**src/rtl/ghost_mover.sv**
```systemverilog
// Per-ghost motion engine: owns tile/sub-tile position and heading, probes the
// wall ROM at each tile centre, commits a heading and steps on frame ticks.
module ghost_mover #(
    parameter int         TILE      = 12,
    parameter int         STEP      = 1,
    parameter int         MAZE_W    = 28,
    parameter int         MAZE_H    = 31,
    parameter int         START_TX  = 13,
    parameter int         START_TY  = 11,
    parameter logic [3:0] START_DIR = 4'd1
) (
    input  logic       Clk,
    input  logic       Reset,
    input  logic       frame_tick,
    input  logic       load,
    input  logic [5:0] load_tx,
    input  logic [5:0] load_ty,
    input  logic [3:0] load_dir,
    input  logic [3:0] nd_in,
    output logic       maze_rd,
    output logic [5:0] maze_tx,
    output logic [5:0] maze_ty,
    input  logic       maze_wall,
    output logic [9:0] ghost_x,
    output logic [9:0] ghost_y,
    output logic [3:0] cur_dir,
    output logic [3:0] avail_dir,
    output logic       busy,
    output logic [3:0] state_dbg
);

    localparam int SW = $clog2(TILE);
    localparam logic [SW-1:0] SUB_STEP = SW'(STEP);
    localparam logic [SW-1:0] SUB_LAST = SW'(TILE - STEP);
    localparam logic [5:0]    TX_LAST  = 6'(MAZE_W - 1);
    localparam logic [5:0]    TY_LAST  = 6'(MAZE_H - 1);
    localparam logic [9:0]    TILE_PX  = 10'(TILE);

    localparam logic [3:0] S_MOVE   = 4'd0;
    localparam logic [3:0] S_Q_L0   = 4'd1;
    localparam logic [3:0] S_Q_L1   = 4'd2;
    localparam logic [3:0] S_Q_U0   = 4'd3;
    localparam logic [3:0] S_Q_U1   = 4'd4;
    localparam logic [3:0] S_Q_R0   = 4'd5;
    localparam logic [3:0] S_Q_R1   = 4'd6;
    localparam logic [3:0] S_Q_D0   = 4'd7;
    localparam logic [3:0] S_Q_D1   = 4'd8;
    localparam logic [3:0] S_DECIDE = 4'd9;

    logic [3:0]    state;
    logic [5:0]    tile_x, tile_y;
    logic [SW-1:0] sub_x, sub_y;

    logic          at_centre;
    logic          up_ok, down_ok;
    logic [5:0]    left_tx, right_tx;
    logic [3:0]    rev_dir;
    logic [3:0]    dec_dir;
    logic          dec_move;
    logic [3:0]    step_dir;
    logic [5:0]    nx_tile_x, nx_tile_y;
    logic [SW-1:0] nx_sub_x, nx_sub_y;

    assign ghost_x   = 10'(tile_x) * TILE_PX + 10'(sub_x);
    assign ghost_y   = 10'(tile_y) * TILE_PX + 10'(sub_y);
    assign busy      = (state != S_MOVE);
    assign state_dbg = state;

    assign at_centre = (sub_x == '0) && (sub_y == '0);
    assign left_tx   = (tile_x == 6'd0) ? TX_LAST : tile_x - 6'd1;
    assign right_tx  = (tile_x >= TX_LAST) ? 6'd0 : tile_x + 6'd1;
    // Rows above 0 and below MAZE_H-1 have no tunnel: those probes are skipped.
    assign up_ok     = (tile_y != 6'd0);
    assign down_ok   = (tile_y < TY_LAST);

    function automatic logic dir_open(input logic [3:0] d, input logic [3:0] av);
        logic r;
        case (d)
            4'd1:    r = av[0];
            4'd2:    r = av[1];
            4'd3:    r = av[2];
            4'd4:    r = av[3];
            default: r = 1'b0;
        endcase
        return r;
    endfunction

    always_comb begin
        case (cur_dir)
            4'd1:    rev_dir = 4'd3;
            4'd2:    rev_dir = 4'd4;
            4'd3:    rev_dir = 4'd1;
            4'd4:    rev_dir = 4'd2;
            default: rev_dir = 4'd0;
        endcase
    end

    // Heading priority: legal proposal, keep going, first open turn, reverse.
    always_comb begin
        dec_dir  = cur_dir;
        dec_move = 1'b0;
        if (dir_open(nd_in, avail_dir) && (nd_in != rev_dir)) begin
            dec_dir  = nd_in;
            dec_move = 1'b1;
        end else if (dir_open(cur_dir, avail_dir)) begin
            dec_move = 1'b1;
        end else begin
            for (int i = 1; i <= 4; i++) begin
                if (!dec_move && (4'(i) != rev_dir) && dir_open(4'(i), avail_dir)) begin
                    dec_dir  = 4'(i);
                    dec_move = 1'b1;
                end
            end
            if (!dec_move && dir_open(rev_dir, avail_dir)) begin
                dec_dir  = rev_dir;
                dec_move = 1'b1;
            end
        end
    end

    assign step_dir = (state == S_DECIDE) ? dec_dir : cur_dir;

    always_comb begin
        nx_tile_x = tile_x;
        nx_tile_y = tile_y;
        nx_sub_x  = sub_x;
        nx_sub_y  = sub_y;
        case (step_dir)
            4'd1: begin
                if (sub_x == '0) begin
                    nx_sub_x  = SUB_LAST;
                    nx_tile_x = left_tx;
                end else begin
                    nx_sub_x = sub_x - SUB_STEP;
                end
            end
            4'd2: begin
                if (sub_y == '0) begin
                    nx_sub_y  = SUB_LAST;
                    nx_tile_y = tile_y - 6'd1;
                end else begin
                    nx_sub_y = sub_y - SUB_STEP;
                end
            end
            4'd3: begin
                if (sub_x == SUB_LAST) begin
                    nx_sub_x  = '0;
                    nx_tile_x = right_tx;
                end else begin
                    nx_sub_x = sub_x + SUB_STEP;
                end
            end
            4'd4: begin
                if (sub_y == SUB_LAST) begin
                    nx_sub_y  = '0;
                    nx_tile_y = tile_y + 6'd1;
                end else begin
                    nx_sub_y = sub_y + SUB_STEP;
                end
            end
            default: ;
        endcase
    end

    // maze_rd is registered so it is high exactly during each Qx0 state.
    always_ff @(posedge Clk) begin
        if (Reset) begin
            state     <= S_MOVE;
            tile_x    <= 6'(START_TX);
            tile_y    <= 6'(START_TY);
            sub_x     <= '0;
            sub_y     <= '0;
            cur_dir   <= START_DIR;
            avail_dir <= 4'd0;
            maze_rd   <= 1'b0;
            maze_tx   <= 6'd0;
            maze_ty   <= 6'd0;
        end else if (load) begin
            state     <= S_MOVE;
            tile_x    <= load_tx;
            tile_y    <= load_ty;
            sub_x     <= '0;
            sub_y     <= '0;
            cur_dir   <= load_dir;
            avail_dir <= 4'd0;
            maze_rd   <= 1'b0;
        end else begin
            maze_rd <= 1'b0;
            case (state)
                S_MOVE: begin
                    if (frame_tick) begin
                        if (at_centre) begin
                            state   <= S_Q_L0;
                            maze_rd <= 1'b1;
                            maze_tx <= left_tx;
                            maze_ty <= tile_y;
                        end else begin
                            tile_x <= nx_tile_x;
                            tile_y <= nx_tile_y;
                            sub_x  <= nx_sub_x;
                            sub_y  <= nx_sub_y;
                        end
                    end
                end
                S_Q_L0: state <= S_Q_L1;
                S_Q_L1: begin
                    avail_dir[0] <= ~maze_wall;
                    state        <= S_Q_U0;
                    if (up_ok) begin
                        maze_rd <= 1'b1;
                        maze_tx <= tile_x;
                        maze_ty <= tile_y - 6'd1;
                    end
                end
                S_Q_U0: state <= S_Q_U1;
                S_Q_U1: begin
                    avail_dir[1] <= up_ok & ~maze_wall;
                    state        <= S_Q_R0;
                    maze_rd      <= 1'b1;
                    maze_tx      <= right_tx;
                    maze_ty      <= tile_y;
                end
                S_Q_R0: state <= S_Q_R1;
                S_Q_R1: begin
                    avail_dir[2] <= ~maze_wall;
                    state        <= S_Q_D0;
                    if (down_ok) begin
                        maze_rd <= 1'b1;
                        maze_tx <= tile_x;
                        maze_ty <= tile_y + 6'd1;
                    end
                end
                S_Q_D0: state <= S_Q_D1;
                S_Q_D1: begin
                    avail_dir[3] <= down_ok & ~maze_wall;
                    state        <= S_DECIDE;
                end
                S_DECIDE: begin
                    cur_dir <= dec_dir;
                    if (dec_move) begin
                        tile_x <= nx_tile_x;
                        tile_y <= nx_tile_y;
                        sub_x  <= nx_sub_x;
                        sub_y  <= nx_sub_y;
                    end
                    state <= S_MOVE;
                end
                default: state <= S_MOVE;
            endcase
        end
    end

endmodule

```
**config.mk**
```make
export PLATFORM = sky130hd
export DESIGN_NAME = ghost_mover
export DESIGN_NICKNAME = d
export VERILOG_FILES = /design/src/rtl/ghost_mover.sv
export SDC_FILE = /design/constraint.sdc
export NUM_CORES = 1
export LEC_CHECK = 0
export CAP_MARGIN = 20
export CORE_MARGIN = 2
export CORE_UTILIZATION = 25
export DETAILED_ROUTE_END_ITERATION = 12
export PLACE_DENSITY_LB_ADDON = 0.25
export SETUP_SLACK_MARGIN = 0.3
export SYNTH_ARGS = -nofsm -noshare
export SYNTH_HDL_FRONTEND = slang
export SYNTH_SLANG_ARGS = --single-unit
```
**constraint.sdc**
```tcl
create_clock -name Clk -period 3.28 [get_ports Clk]
set_input_delay 0.656 -clock Clk [delete_from_list [all_inputs] [get_ports Clk]]
set_output_delay 0.656 -clock Clk [all_outputs]
set_load 0.02 [all_outputs]
```
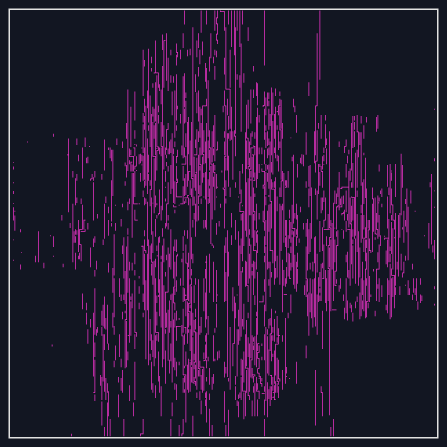
**Above:** metal 2.
(3 px per µm)
longest straight run = 49.8 µm
main direction = vertical
share of all routed wire = 47%
wire length on this layer = 8,230 µm
nets with wire on the layer = 712

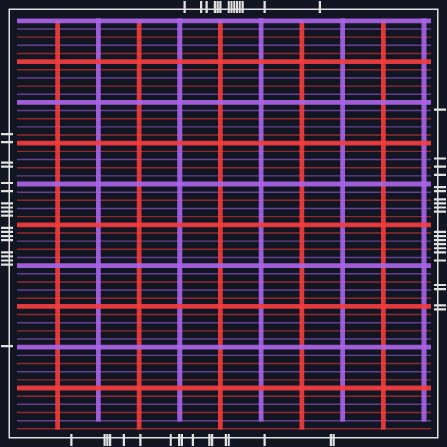
**Above:** floorplan with the power grid.
(3 px per µm) Pins as bars on the die edge.
red -> VSS
purple -> VDD
rows = 50
met5 straps = 10
met1 rails = 51

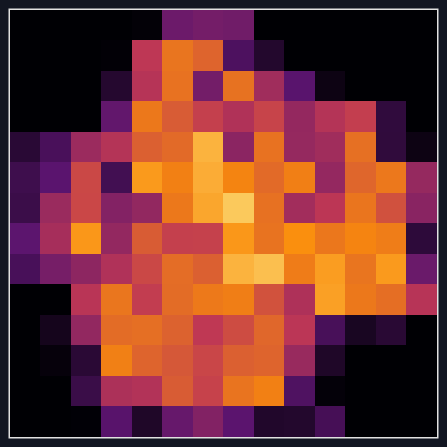
**Above:** cell area per tile.
(3 px per µm) The die is cut into 14 by 14 equal tiles; black is low, pale yellow is high, 0 to 100% covered.
mean over tiles = 36%
densest ninth of the die = middle
tiles over 75% full = 6.6%
nearly empty tiles = 26%
fullest tile = 88%

==> summary.txt <==
Notes on the physical implementation.

- The buffer share of cell area is 24.96%, for reference.
- The number of synthesized register bits is 45, for reference.
- The final tally of hold violations is 0, for reference.
- STA classifies the critical path startpoint as an input port.
- The critical path's largest stage delay is 0.53 ns, for reference.
- The first element of the critical path is nd_in[0], for reference.
- Detailed placement reports a standard cell area of 6415 µm².
- The leakage power is 2.958 nW, for reference.
- The number of sequential cells reported for the layout is 45.
- The cell area after synthesis is 4783 µm², for reference.
- The area fraction of the dominant cell type after synthesis is 18.83%, for reference.
- After synthesis, the most frequently instantiated cells are 58 x sky130_fd_sc_hd__nor2_1, 48 x sky130_fd_sc_hd__nand2_1, 45 x sky130_fd_sc_hd__dfxtp_1.
- By instance count, the cell type seen most on the critical path is sky130_fd_sc_hd__or4b_4.
- On the worst setup and hold paths after CTS, the clock-pin slew comes to 0.07 ns.
- In this design, the largest share of critical-path delay is due to simple AND/OR/NAND/NOR gates.
- Recorded from the global router log, the overflow total was 0.
- The tool flagged a number of max-cap violations equal to 0.
- The share of the final layout cell area in sequential cells is 12.28%, for reference.
- The power density of the placed cells is 264.5 nW/µm², for reference.
- The detailed router placed 5,334 vias in this run.
- 0 antenna diodes ended up in the layout.
- The final setup violation count is 0, for reference.
- The arrival time reported for the critical path endpoint is 3.32 ns, for reference.
- The worst hold margin is 0.5162 ns, for reference.
- For this run, the detailed router reports a per-instance via density of 5.159.
- The number of non-clock inverters in the layout is 28, for reference.
- The clock distribution area overhead in the final layout is 1.992%, for reference.
- The worst hold path was traced through 2 stages.
- The worst path in the final design needs a cycle of 3.133 ns, including I/O delays and setup.
- The highest supply drop recorded on VDD is 0.0001738 V.
- Yosys reports a chip area of 4783 µm².
- The plain and repair buffers instantiated in the layout total 216.
- The path class of the tightest hold or removal check is flop to flop.
- The kind of critical path is input port to flop, for reference.
- The run finished with clean final reports.
- According to the I/O placement log, the pin count is 71.
- The count of nets left with antenna violations once routing finished came out at 0.
- The worst setup slack for register-to-register paths is 0.15 ns, for reference.
- Per the layout report, the design carries 1,913 filler cells.
- The async set-reset flop share out of synthesis is 0%, for reference.
## report_power, final
part           leakage, nW  internal, mW  switching (mW)
Clock               0.0704         0.287           0.250
Sequential           0.370         0.572          0.0285
Combinational         2.52         0.404           0.453
Total                 2.96          1.26           0.731
## timing repair
item | CTS | global route
resized | 139 | 60
setup endpoints to repair | 34 | 43
setup buffers | 28 | 15
pin swaps | 47 | 44
## sequential cells by signal, indices dropped and copies added, names as in the netlist
signal / cells
maze_tx: 6
maze_ty: 6
tile_x: 6
tile_y: 6
avail_dir: 4
cur_dir: 4
state_dbg: 4
sub_x: 4
sub_y: 4
maze_rd: 1
## metal layers
layer,part of all wire (%),up-vias,GRT usage (%)
met5,0,-,0
met4,1.2,0,4.065
met1,47,2521,23.17
li1,-,2653,-
met2,47,143,28.07
met3,4.7,17,2.624
Power is estimated from default activity; no workload was simulated.
